==> images/util_map.png <==
Drawn at 4 px/um. The die is cut into 7 by 11 equal tiles; black is low, pale yellow is high, 0 to 100% covered.
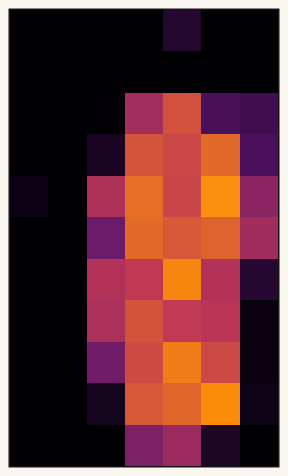
==> images/clock_nets.png <==
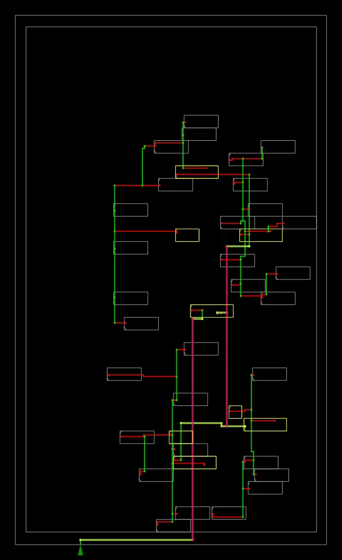
==> images/pinout.png <==
Drawn at 4 px/um. Pins as bars across the die edge, other pins in gray.
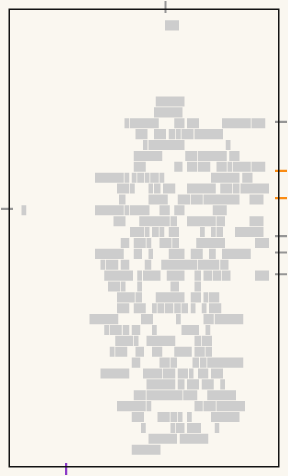
==> images/layers.png <==
Drawn at 3 px/um.
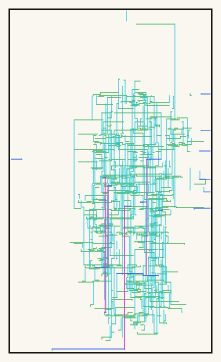
==> images/class_map.png <==
Drawn at 3 px/um.
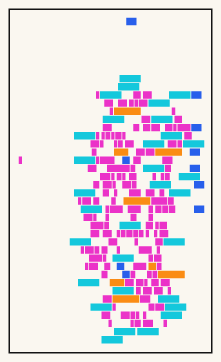
[config.mk]
export PLATFORM = sky130hd
export DESIGN_NAME = btn_evt_flat
export DESIGN_NICKNAME = d
export VERILOG_FILES = /design/src/rtl/btn_evt_if.sv /design/src/rtl/btn_evt.sv /design/src/flat_wrapper.sv
export SDC_FILE = /design/constraint.sdc
export NUM_CORES = 1
export LEC_CHECK = 0
export CAP_MARGIN = 20
export CORE_AREA = 2 2 65 112
export DETAILED_ROUTE_END_ITERATION = 8
export DIE_AREA = 0 0 67 114
export HOLD_SLACK_MARGIN = 0.1
export SYNTH_ARGS = -nofsm -noshare
export SYNTH_HDL_FRONTEND = slang
export SYNTH_SLANG_ARGS = --single-unit
[constraint.sdc]
create_clock -name clk -period 2.6 [get_ports clk]
set_input_delay 0.52 -clock clk [delete_from_list [all_inputs] [get_ports clk]]
set_output_delay 0.52 -clock clk [all_outputs]
set_load 0.05 [all_outputs]
[src/rtl/btn_evt_if.sv]
// Button event bus: debounced level in, classified press events and mode index out.
// master = event classifier (btn_evt), slave = consumer / stimulus side.
interface btn_evt_if #(
  parameter int MODE_W = 2
);
  logic              sig_i;
  logic              held_o;
  logic              short_o;
  logic              long_o;
  logic              rep_o;
  logic [MODE_W-1:0] mode_o;

  modport master (
    input  sig_i,
    output held_o, short_o, long_o, rep_o, mode_o
  );

  modport slave (
    output sig_i,
    input  held_o, short_o, long_o, rep_o, mode_o
  );
endinterface

[src/rtl/btn_evt.sv]
// Classifies debounced button presses into short/long/repeat pulses and a wrapping mode index.
// Optional auto-repeat while long-held is enabled by defining BTN_EVT_REPEAT_EN.
module btn_evt #(
  parameter int CNT_W    = 24,
  parameter int LONG_CYC = 12000000,
  parameter int REP_CYC  = 3000000,
  parameter int NMODES   = 4,
  parameter int MODE_W   = 2
) (
  input  logic      clk,
  input  logic      rst,
  btn_evt_if.master bus
);

  typedef enum logic [1:0] {
    IDLE  = 2'd0,
    PRESS = 2'd1,
    LONG  = 2'd2
  } state_t;

  localparam logic [CNT_W-1:0]  LONG_LAST = CNT_W'(LONG_CYC - 1);
  localparam logic [MODE_W-1:0] MODE_LAST = MODE_W'(NMODES - 1);

  if (LONG_CYC < 2 || REP_CYC < 1 || NMODES < 1) begin : g_bad_param
    $error("btn_evt: parameter out of range");
  end

  function automatic logic [MODE_W-1:0] mode_adv(input logic [MODE_W-1:0] m);
    logic [MODE_W-1:0] r;
    if (m == MODE_LAST) begin
      r = {MODE_W{1'b0}};
    end else begin
      r = m + MODE_W'(1'b1);
    end
    return r;
  endfunction

  state_t            state_r, state_s;
  logic [CNT_W-1:0]  cnt_r, cnt_s;
  logic [MODE_W-1:0] mode_r, mode_s;
  logic              short_r, short_s;
  logic              long_r, long_s;
  logic              held_r;
`ifdef BTN_EVT_REPEAT_EN
  logic [CNT_W-1:0]  rcnt_r, rcnt_s;
  logic              rep_r, rep_s;
`endif

  // Next-state and next-output decode; pulses default low each cycle.
  always_comb begin
    state_s = state_r;
    cnt_s   = cnt_r;
    mode_s  = mode_r;
    short_s = 1'b0;
    long_s  = 1'b0;
`ifdef BTN_EVT_REPEAT_EN
    rcnt_s  = rcnt_r;
    rep_s   = 1'b0;
`endif
    case (state_r)
      IDLE: begin
        if (bus.sig_i) begin
          state_s = PRESS;
          cnt_s   = {CNT_W{1'b0}};
        end else begin
          state_s = IDLE;
        end
      end
      PRESS: begin
        // Release wins over reaching the threshold on the same edge.
        if (!bus.sig_i) begin
          state_s = IDLE;
          short_s = 1'b1;
          mode_s  = mode_adv(mode_r);
        end else if (cnt_r == LONG_LAST) begin
          state_s = LONG;
          long_s  = 1'b1;
          mode_s  = {MODE_W{1'b0}};
`ifdef BTN_EVT_REPEAT_EN
          rcnt_s  = {CNT_W{1'b0}};
`endif
        end else begin
          cnt_s = cnt_r + CNT_W'(1'b1);
        end
      end
      LONG: begin
        if (!bus.sig_i) begin
          state_s = IDLE;
        end else begin
          state_s = LONG;
`ifdef BTN_EVT_REPEAT_EN
          if (rcnt_r == CNT_W'(REP_CYC - 1)) begin
            rep_s  = 1'b1;
            rcnt_s = {CNT_W{1'b0}};
            mode_s = mode_adv(mode_r);
          end else begin
            rcnt_s = rcnt_r + CNT_W'(1'b1);
          end
`endif
        end
      end
      default: begin
        state_s = IDLE;
      end
    endcase
  end

  // State, counters and registered outputs with synchronous reset.
  always_ff @(posedge clk) begin
    if (rst) begin
      state_r <= IDLE;
      cnt_r   <= {CNT_W{1'b0}};
      mode_r  <= {MODE_W{1'b0}};
      short_r <= 1'b0;
      long_r  <= 1'b0;
      held_r  <= 1'b0;
`ifdef BTN_EVT_REPEAT_EN
      rcnt_r  <= {CNT_W{1'b0}};
      rep_r   <= 1'b0;
`endif
    end else begin
      state_r <= state_s;
      cnt_r   <= cnt_s;
      mode_r  <= mode_s;
      short_r <= short_s;
      long_r  <= long_s;
      held_r  <= (state_s != IDLE);
`ifdef BTN_EVT_REPEAT_EN
      rcnt_r  <= rcnt_s;
      rep_r   <= rep_s;
`endif
    end
  end

  assign bus.held_o  = held_r;
  assign bus.short_o = short_r;
  assign bus.long_o  = long_r;
  assign bus.mode_o  = mode_r;
`ifdef BTN_EVT_REPEAT_EN
  assign bus.rep_o   = rep_r;
`else
  assign bus.rep_o   = 1'b0;
`endif

endmodule

[src/flat_wrapper.sv]
// flat-port wrapper written by rule: the top's interface ports become plain ports
module btn_evt_flat 
#(
  parameter int CNT_W    = 24,
  parameter int LONG_CYC = 12000000,
  parameter int REP_CYC  = 3000000,
  parameter int NMODES   = 4,
  parameter int MODE_W   = 2
)
  (clk, rst, bus_sig_i, bus_held_o, bus_short_o, bus_long_o, bus_rep_o, bus_mode_o);
  btn_evt_if #(.MODE_W(MODE_W)) bus_i ();
  input  logic clk;
  input  logic rst;
  input wire logic [$bits(bus_i.sig_i)-1:0] bus_sig_i;
  output wire logic [$bits(bus_i.held_o)-1:0] bus_held_o;
  output wire logic [$bits(bus_i.short_o)-1:0] bus_short_o;
  output wire logic [$bits(bus_i.long_o)-1:0] bus_long_o;
  output wire logic [$bits(bus_i.rep_o)-1:0] bus_rep_o;
  output wire logic [$bits(bus_i.mode_o)-1:0] bus_mode_o;
  assign bus_i.sig_i = bus_sig_i;
  assign bus_held_o = bus_i.held_o;
  assign bus_short_o = bus_i.short_o;
  assign bus_long_o = bus_i.long_o;
  assign bus_rep_o = bus_i.rep_o;
  assign bus_mode_o = bus_i.mode_o;
  btn_evt #(.CNT_W(CNT_W), .LONG_CYC(LONG_CYC), .REP_CYC(REP_CYC), .NMODES(NMODES), .MODE_W(MODE_W)) u_core (.clk(clk), .rst(rst), .bus(bus_i));
endmodule
==> flow.log <==
[report] extracting results
INFO  metric hold-worst-slack = 0.5127 ns
INFO  metric syn_area = 1634 um^2
INFO  metric ys_top_cells_by_area = dfxtp_1 38%, nor2_1 5.1%, xor2_1 4.8%
INFO  metric fill_cells = 750
INFO  metric drt_iter0_drc = 81
INFO  metric finalInstanceArea = 1931 um^2
INFO  metric cts-root-buf = clkbuf_16
INFO  metric cp_data_required_time = 2.75 ns
INFO  metric wl_met3 = 79 um
INFO  metric min-delay-path-class = reg2reg
INFO  metric detail_route.vias_per_cell = 4.891
INFO  metric post-synth-top-area-cell = dfxtp_1
INFO  metric post_synth_tally_of_flip_flops_with_integrated_enable = 0
INFO  metric clk_pin_slew_worst_paths = 0.05 ns
INFO  metric met2RoutedLength = 2010 um
INFO  metric xor_and_xnor_fraction_of_the_mapped_netlist_area = 0.06968
INFO  metric max_slew_margin = 0.6463
INFO  metric maxSlewViolCount = 0
INFO  metric warnings = 26
INFO  metric final_layout_size_suffix_gt1_frac = 0.1719
INFO  metric clock_tree.htree_level_count = 2
INFO  metric synthFlopType = dfxtp_1
INFO  metric slowest_stage = or4_1
INFO  metric achievable_freq = 456.2 MHz
INFO  metric largest_buffer_count_on_any_clock_path = 2
INFO  metric least_setup_slack_across_all_paths_after_layout = 0.4081 ns
INFO  metric floorplan.core_area = 6807 um^2
INFO  metric synthMuxAreaShare = 0.006126
INFO  metric chip_area = 7638 um^2
INFO  metric critical_path.max_fanout = 6
INFO  metric globalRouteOverflowTotal = 0
INFO  metric synth.top_cells.by_count = 31 x dfxtp_1, 22 x nor2_1, 14 x nand2_1
INFO  metric irDropWorstVdd = 0.2139 mV
INFO  metric route.antenna.remaining_nets = 0
INFO  metric yosys.area_share.adder = 0.01531
INFO  metric syn_nets = 186
INFO  metric compound_area_frac = 0.1271
INFO  metric io-pin-count = 9
INFO  metric dpl.cell_count = 268
INFO  metric postCtsHoldBufs = 0
INFO  metric seq_area = 620.6 um^2
INFO  metric detail_route.first_pass.iterations = 4
INFO  metric ys_warn_count = 0
INFO  metric antenna-diode-count = 0
INFO  metric number_of_non_filler_instances_in_the_completed_layout = 276
INFO  metric power.density = 596.7 nW/um^2
INFO  metric critical_path_class = reg2reg
INFO  metric grt_antenna_before_repair = 0
INFO  metric ys_cells = 181
INFO  metric result_of_the_run = completed
INFO  metric setup_viol_count_final = 0
INFO  metric p_leak = 0.6108 nW
INFO  metric layout_top_cell = dfxtp_1
INFO  metric synthesis.area_per_instance = 9.028 um^2
INFO  metric layout_min_cycle_time = 2.192 ns
INFO  metric layout_worst_path_cycle_share = 0.8430
INFO  metric async_reset_ff_frac = 0
INFO  metric synth.distinct_cells = 49
INFO  metric number_of_global_route_vias_before_repair = 1291
INFO  metric critPathArrivalTime = 2.34 ns
INFO  metric postSynthCellCount = 181
INFO  metric grt_start_max_net_pins = 17
INFO  metric synth_flop_count = 31
INFO  metric multi_input_comb_area = 937.1 um^2
INFO  metric post_synth_main_logic_family = simple AND/OR/NAND/NOR gates
## Picture notes: util_map.png
mean over tiles = 24%
nearly empty tiles = 43%
tiles over 75% full = 1.3%
fullest tile = 76%
utilization after layout: 0.2836
initial standard-cell utilization of the core: 0.2401

## Picture notes: clock_nets.png
worst clock skew on the final layout: 0.004231 ns
clock buffer instance count of the final layout: 7
total number of sequential cells: 31
clk latency late pin: 0.28 ns
clock sink total: 31

## Picture notes: pinout.png
orange -> `bus_mode_o`  # pins 2, direction output, edge right
purple -> `clk`  # pins 1, direction input, edge bottom
width of the die: 67 um
die y size: 114 um
quantity of I/O buffers inserted on ports: 7

## Picture notes: layers.png
blue -> M3  # wire length 79.1 um
magenta -> M4  # wire length 158 um
cyan -> M2  # wire length 2010 um
green -> M1  # wire length 1390 um
routed len/inst: 13.19 um
total detailed-routing wirelength: 3640 um
via count: 1350
Overall Global Routing Usage: 0.1081

## Picture notes: class_map.png
cyan -> registers  # cells 31
orange -> clock drivers and dummy loads  # cells 8
blue -> remaining buffers and delay cells  # cells 10
magenta -> remaining logic cells  # cells 143

==> power by group <==
group | switching [mW] | internal (mW)
Combinational | 0.0365 | 0.0178
Sequential | 0.00376 | 0.479
Clock | 0.208 | 0.406
Total | 0.248 | 0.904
==> sequential cells by signal, summed over array words and instances (netlist names) <==
signal and count:
u_core.state_r 2, u_core.bus.short_o 1, u_core.bus.held_o 1, u_core.cnt_r 24, u_core.bus.mode_o 2, u_core.bus.long_o 1
==> path summary, 6_finish.rpt <==
kind	from	endpoint	slack (ns)	cells after the start
worst min-delay path	u_core.bus.mode_o[1]$_SDFFE_PP0P_	u_core.bus.mode_o[1]$_SDFFE_PP0P_	0.51	2
worst max-delay path	u_core.cnt_r[0]$_SDFFE_PP0P_	u_core.bus.mode_o[1]$_SDFFE_PP0P_	0.41	6
worst max register to register	u_core.cnt_r[0]$_SDFFE_PP0P_	u_core.bus.mode_o[1]$_SDFFE_PP0P_	0.41	6
worst min register to register	u_core.bus.mode_o[1]$_SDFFE_PP0P_	u_core.bus.mode_o[1]$_SDFFE_PP0P_	0.51	2
==> metal layers <==
| layer | vias to the layer above | global-route usage |
|---|---|---|
| met5 | - | 0 |
| met4 | 0 | 0.09388 |
| met3 | 9 | 0.02761 |
| met2 | 20 | 0.1848 |
| met1 | 644 | 0.1024 |
| li1 | 677 | - |
==> layout make-up <==
cell class                 instances  area share
clock buffer                       7     0.07907
timing repair buffer              10     0.04796
inverter                           4    0.007777
sequential                        31      0.3215
clock inverter                     1    0.003889
multi-input combinational        139      0.4854
tap                               84     0.05444
==> worst max-delay path: cells and delay by family, from the launching register on <==
kind	cells	cell delay, ns
and+or+nand+nor	4	1.30
DFF	1	0.42
adders and majority gates	1	0.24
AOI/OAI and AO/OA	1	0.11
No activity file was given, so power comes from the tool's default toggle rates.
